==> src/rtl/sr_frame_ctrl.sv <==
// sr_frame_ctrl
//   Frame controller that owns a WIDTH-bit shift register and sequences
//   capture frames (serial x -> parallel word) and transmit frames (parallel
//   din -> serial sout, MSB first). Every frame shifts x into the LSB, so the
//   completed word is always the WIDTH bits of x seen during SHIFT.
//
//   Completed-frame handshake: dout_valid is high for the whole HOLD state
//   and dout/dout_mode are stable while it is high. A frame is consumed on
//   the rising edge where dout_valid and dout_ack are both high; dout_ack at
//   any other time has no effect. A consumed frame bumps frames_done.
//
// Ports
//   clk          rising-edge clock
//   reset        asynchronous active-low reset
//   start        frame request (taken in IDLE, or in HOLD together with dout_ack)
//   mode         0 = capture, 1 = transmit; sampled with start
//   din          parallel word for transmit; sampled with start
//   x            serial input, shifted into the LSB on every SHIFT edge
//   abort        synchronous cancel back to IDLE (beats start and dout_ack)
//   dout_ack     consumer acknowledge of dout
//   busy         high in SHIFT
//   sout         sr[WIDTH-1] in SHIFT, 0 otherwise
//   sr_out       live shift register contents
//   dout         completed frame word
//   dout_valid   high in HOLD
//   dout_mode    mode of the frame held in dout
//   frames_done  acknowledged-frame counter, wraps modulo 2^CNT_W
//   fsm_state    current FSM state encoding (0 IDLE, 1 SHIFT, 2 HOLD)

module sr_frame_ctrl #(
    parameter int WIDTH = 4,
    parameter int CNT_W = 8
) (
    input  logic             clk,
    input  logic             reset,
    input  logic             start,
    input  logic             mode,
    input  logic [WIDTH-1:0] din,
    input  logic             x,
    input  logic             abort,
    input  logic             dout_ack,
    output logic             busy,
    output logic             sout,
    output logic [WIDTH-1:0] sr_out,
    output logic [WIDTH-1:0] dout,
    output logic             dout_valid,
    output logic             dout_mode,
    output logic [CNT_W-1:0] frames_done,
    output logic [1:0]       fsm_state
);

    localparam int CW = $clog2(WIDTH);
    localparam logic [CW-1:0] CNT_LAST = CW'(WIDTH - 1);

    typedef enum logic [1:0] {
        ST_IDLE  = 2'd0,
        ST_SHIFT = 2'd1,
        ST_HOLD  = 2'd2
    } state_e;

    state_e           state_q, state_d;
    logic [WIDTH-1:0] sr_q, sr_d;
    logic [CW-1:0]    cnt_q, cnt_d;
    logic             mode_q, mode_d;
    logic [WIDTH-1:0] dout_q, dout_d;
    logic             dout_mode_q, dout_mode_d;
    logic [CNT_W-1:0] frames_q, frames_d;

    logic [WIDTH-1:0] sr_shift;
    logic             load_frame;

    assign sr_shift = {sr_q[WIDTH-2:0], x};

    always_ff @(posedge clk or negedge reset) begin
        if (!reset) begin
            state_q     <= ST_IDLE;
            sr_q        <= '0;
            cnt_q       <= '0;
            mode_q      <= 1'b0;
            dout_q      <= '0;
            dout_mode_q <= 1'b0;
            frames_q    <= '0;
        end else begin
            state_q     <= state_d;
            sr_q        <= sr_d;
            cnt_q       <= cnt_d;
            mode_q      <= mode_d;
            dout_q      <= dout_d;
            dout_mode_q <= dout_mode_d;
            frames_q    <= frames_d;
        end
    end

    always_comb begin
        state_d     = state_q;
        sr_d        = sr_q;
        cnt_d       = cnt_q;
        mode_d      = mode_q;
        dout_d      = dout_q;
        dout_mode_d = dout_mode_q;
        frames_d    = frames_q;
        load_frame  = 1'b0;

        if (abort) begin
            // dout and the counter are left alone: an aborted frame never
            // reaches the consumer and is never counted.
            state_d = ST_IDLE;
            sr_d    = '0;
            cnt_d   = '0;
        end else begin
            case (state_q)
                ST_IDLE: begin
                    load_frame = start;
                end
                ST_SHIFT: begin
                    sr_d  = sr_shift;
                    cnt_d = cnt_q + 1'b1;
                    if (cnt_q == CNT_LAST) begin
                        state_d     = ST_HOLD;
                        cnt_d       = '0;
                        dout_d      = sr_shift;
                        dout_mode_d = mode_q;
                    end
                end
                ST_HOLD: begin
                    if (dout_ack) begin
                        frames_d = frames_q + 1'b1;
                        state_d  = ST_IDLE;
                        // Acknowledge plus start chains straight into the
                        // next frame without an IDLE cycle.
                        load_frame = start;
                    end
                end
                default: begin
                    state_d = ST_IDLE;
                end
            endcase

            if (load_frame) begin
                state_d = ST_SHIFT;
                cnt_d   = '0;
                mode_d  = mode;
                sr_d    = mode ? din : '0;
            end
        end
    end

    assign busy        = (state_q == ST_SHIFT);
    assign sout        = busy ? sr_q[WIDTH-1] : 1'b0;
    assign sr_out      = sr_q;
    assign dout        = dout_q;
    assign dout_valid  = (state_q == ST_HOLD);
    assign dout_mode   = dout_mode_q;
    assign frames_done = frames_q;
    assign fsm_state   = state_q;

endmodule

==> config.mk <==
export PLATFORM = sky130hd
export DESIGN_NAME = sr_frame_ctrl
export DESIGN_NICKNAME = d
export VERILOG_FILES = /design/src/rtl/sr_frame_ctrl.sv
export SDC_FILE = /design/constraint.sdc
export NUM_CORES = 1
export LEC_CHECK = 0
export ABC_AREA = 1
export CAP_MARGIN = 25
export CORE_ASPECT_RATIO = 2
export CORE_UTILIZATION = 42
export CTS_CLUSTER_SIZE = 12
export DETAILED_ROUTE_END_ITERATION = 10
export HOLD_SLACK_MARGIN = 0.1
export PLACE_DENSITY_LB_ADDON = 0.2
export SLEW_MARGIN = 15
export SYNTH_ARGS = -nofsm -noshare
export SYNTH_HDL_FRONTEND = slang
export SYNTH_SLANG_ARGS = --single-unit
export TNS_END_PERCENT = 1
==> constraint.sdc <==
create_clock -name clk -period 1.14 [get_ports clk]
set_input_delay 0.171 -clock clk [delete_from_list [all_inputs] [get_ports clk]]
set_output_delay 0.171 -clock clk [all_outputs]
set_load 0.01 [all_outputs]
==> metrics.cfg <==
[outcome]
status=finished, violations left
failed_checks=setup timing

[timing]
setup_viol=25
worst_pin_slew_ns=0.263
hold_viol=0
skew_ns=0.00839
fin_ws_ns=-0.200

[pwr]
p_total_mw=1.96
cellLeakagePower_nw=1.00
powerClk_mw=0.722
clockPowerShare=0.368
p_comb_frac=0.196
p_sw_frac=0.248
comb-power_mw=0.385

[critical_path]
crit_path_end_kind=flop
path_class=flop to flop
r2r_slack_ns=-0.20
required_ns=1.34

[drt]
post_drt_via_cell_ratio=5.19
met1_length_microns=1140
ant_nets=0
drc=0
num_vias=1174

[global_route]
grt_pass1_wl_microns=5140
grt-busiest-layer=met2
grt_use_met1=0.264
antenna_found_initial=0
grt_pass1_vias=1176

[synthesis]
yosysCellCount=138
fp_nets=151
post-synth-top-count-cell=nand2_1
logic_family=simple AND/OR/NAND/NOR gates
synthXorXnorAreaFrac=0.0233
mux_area_frac=0
synth-edff-count=0
ys_seq_elements=22
synthArstFlopShare=1.00
synth.avg_cell_area_sq_um=8.19
yosys.area.top_type_share=0.487

[finish]
seq_area_frac=0.296
drive_above_1_share=0.333
antenna_cells=0
inverters=18
nClkBuffers=3
fin_area_sq_um=1860
comb_share=0.314
comb_area_sq_um=584
seq_cell_count=22

[clock_network]
cts_resized=54
cts_num_sinks=22
holdBufCountCts=0
cts_root_buffer=clkbuf_8
clkTransAtPathRegs_ns=0.08
cts_buffers=3

[placement]
dpl.cell_count=216
finalWeightedCongestion=0.845
dp_hpwl_microns=2350
postPlaceCellArea_sq_um=1660

[floorplan]
core_util_floorplan=0.445
coreArea_sq_um=2540
ios=33
rows=26
die_width_microns=38.7

[worst_hold_path]
hold_class=input port to async pin

[run]
tool_warnings=29

## worst max-delay path: stages, from the launching register on
cell and delay (ns):
dfrtp_1 0.44, buf_6 0.13, inv_2 0.05, nor2_4 0.10, buf_6 0.13, nand2_2 0.06
or2_4 0.26, o21ai_2 0.11
## placed cells by master (no fill, tap or decap), types with 2 or more instances in the layout
cell | Yosys | final
buf_12 | 0 | 3
buf_2 | 0 | 3
buf_4 | 0 | 16
buf_6 | 1 | 8
clkbuf_8 | 0 | 3
clkdlybuf4s15_1 | 0 | 12
clkdlybuf4s50_1 | 0 | 10
dfrtp_1 | 22 | 22
dlygate4sd2_1 | 0 | 4
ha_1 | 2 | 2
inv_1 | 16 | 15
inv_2 | 2 | 3
nand2_1 | 51 | 44
nand2_2 | 2 | 8
nand3_1 | 9 | 7
nand3_4 | 0 | 2
nand4_1 | 9 | 9
nor2_1 | 7 | 4
nor2_4 | 2 | 5
o21ai_2 | 6 | 6
xor2_1 | 2 | 2
## how the worst max path moves through the flow
stage,cells past startpoint,from,endpoint
6_report,7,fsm_state[0]$_DFFE_PN0P_,cnt_q[0]$_DFFE_PN0P_
5_1_grt,7,fsm_state[0]$_DFFE_PN0P_,cnt_q[0]$_DFFE_PN0P_
4_1_cts,8,fsm_state[0]$_DFFE_PN0P_,frames_done[6]$_DFFE_PN0P_
3_5_place_dp,7,abort,frames_done[6]$_DFFE_PN0P_
3_3_place_gp,7,abort,frames_done[7]$_DFFE_PN0P_
2_1_floorplan,6,fsm_state[0]$_DFFE_PN0P_,dout[1]$_DFFE_PN0P_
## registers in the layout, indices dropped and copies added (netlist names)
signal	cells
dout	4
mode_q	1
cnt_q	2
sr_out	4
fsm_state	2
dout_mode	1
frames_done	8
### Cell placement

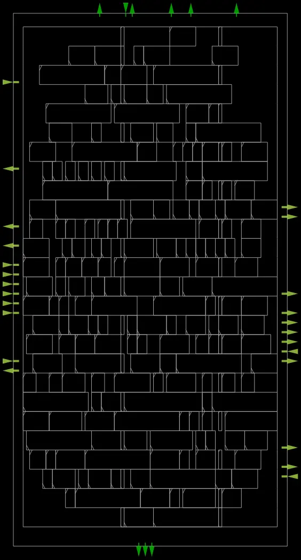
Core Util, Final: 0.733
fillers: 197
# Taps: 28
fin cells: 226

### Gate families picked out

Scale bar: 10 microns.
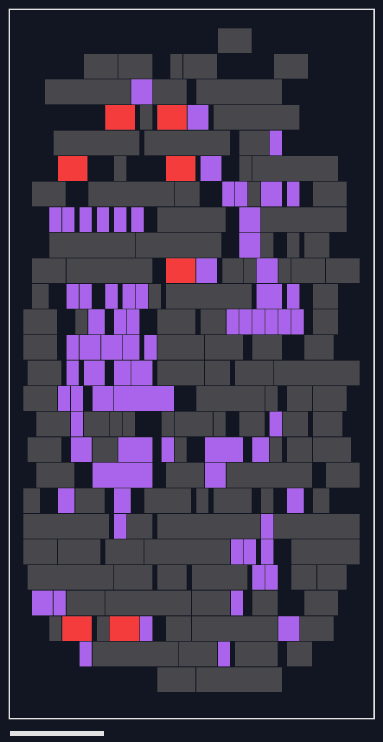
- NAND gates: purple (cells 73; most used nand2_1)
- inverting AOI/OAI gates: red (cells 7; most used o21ai_2)

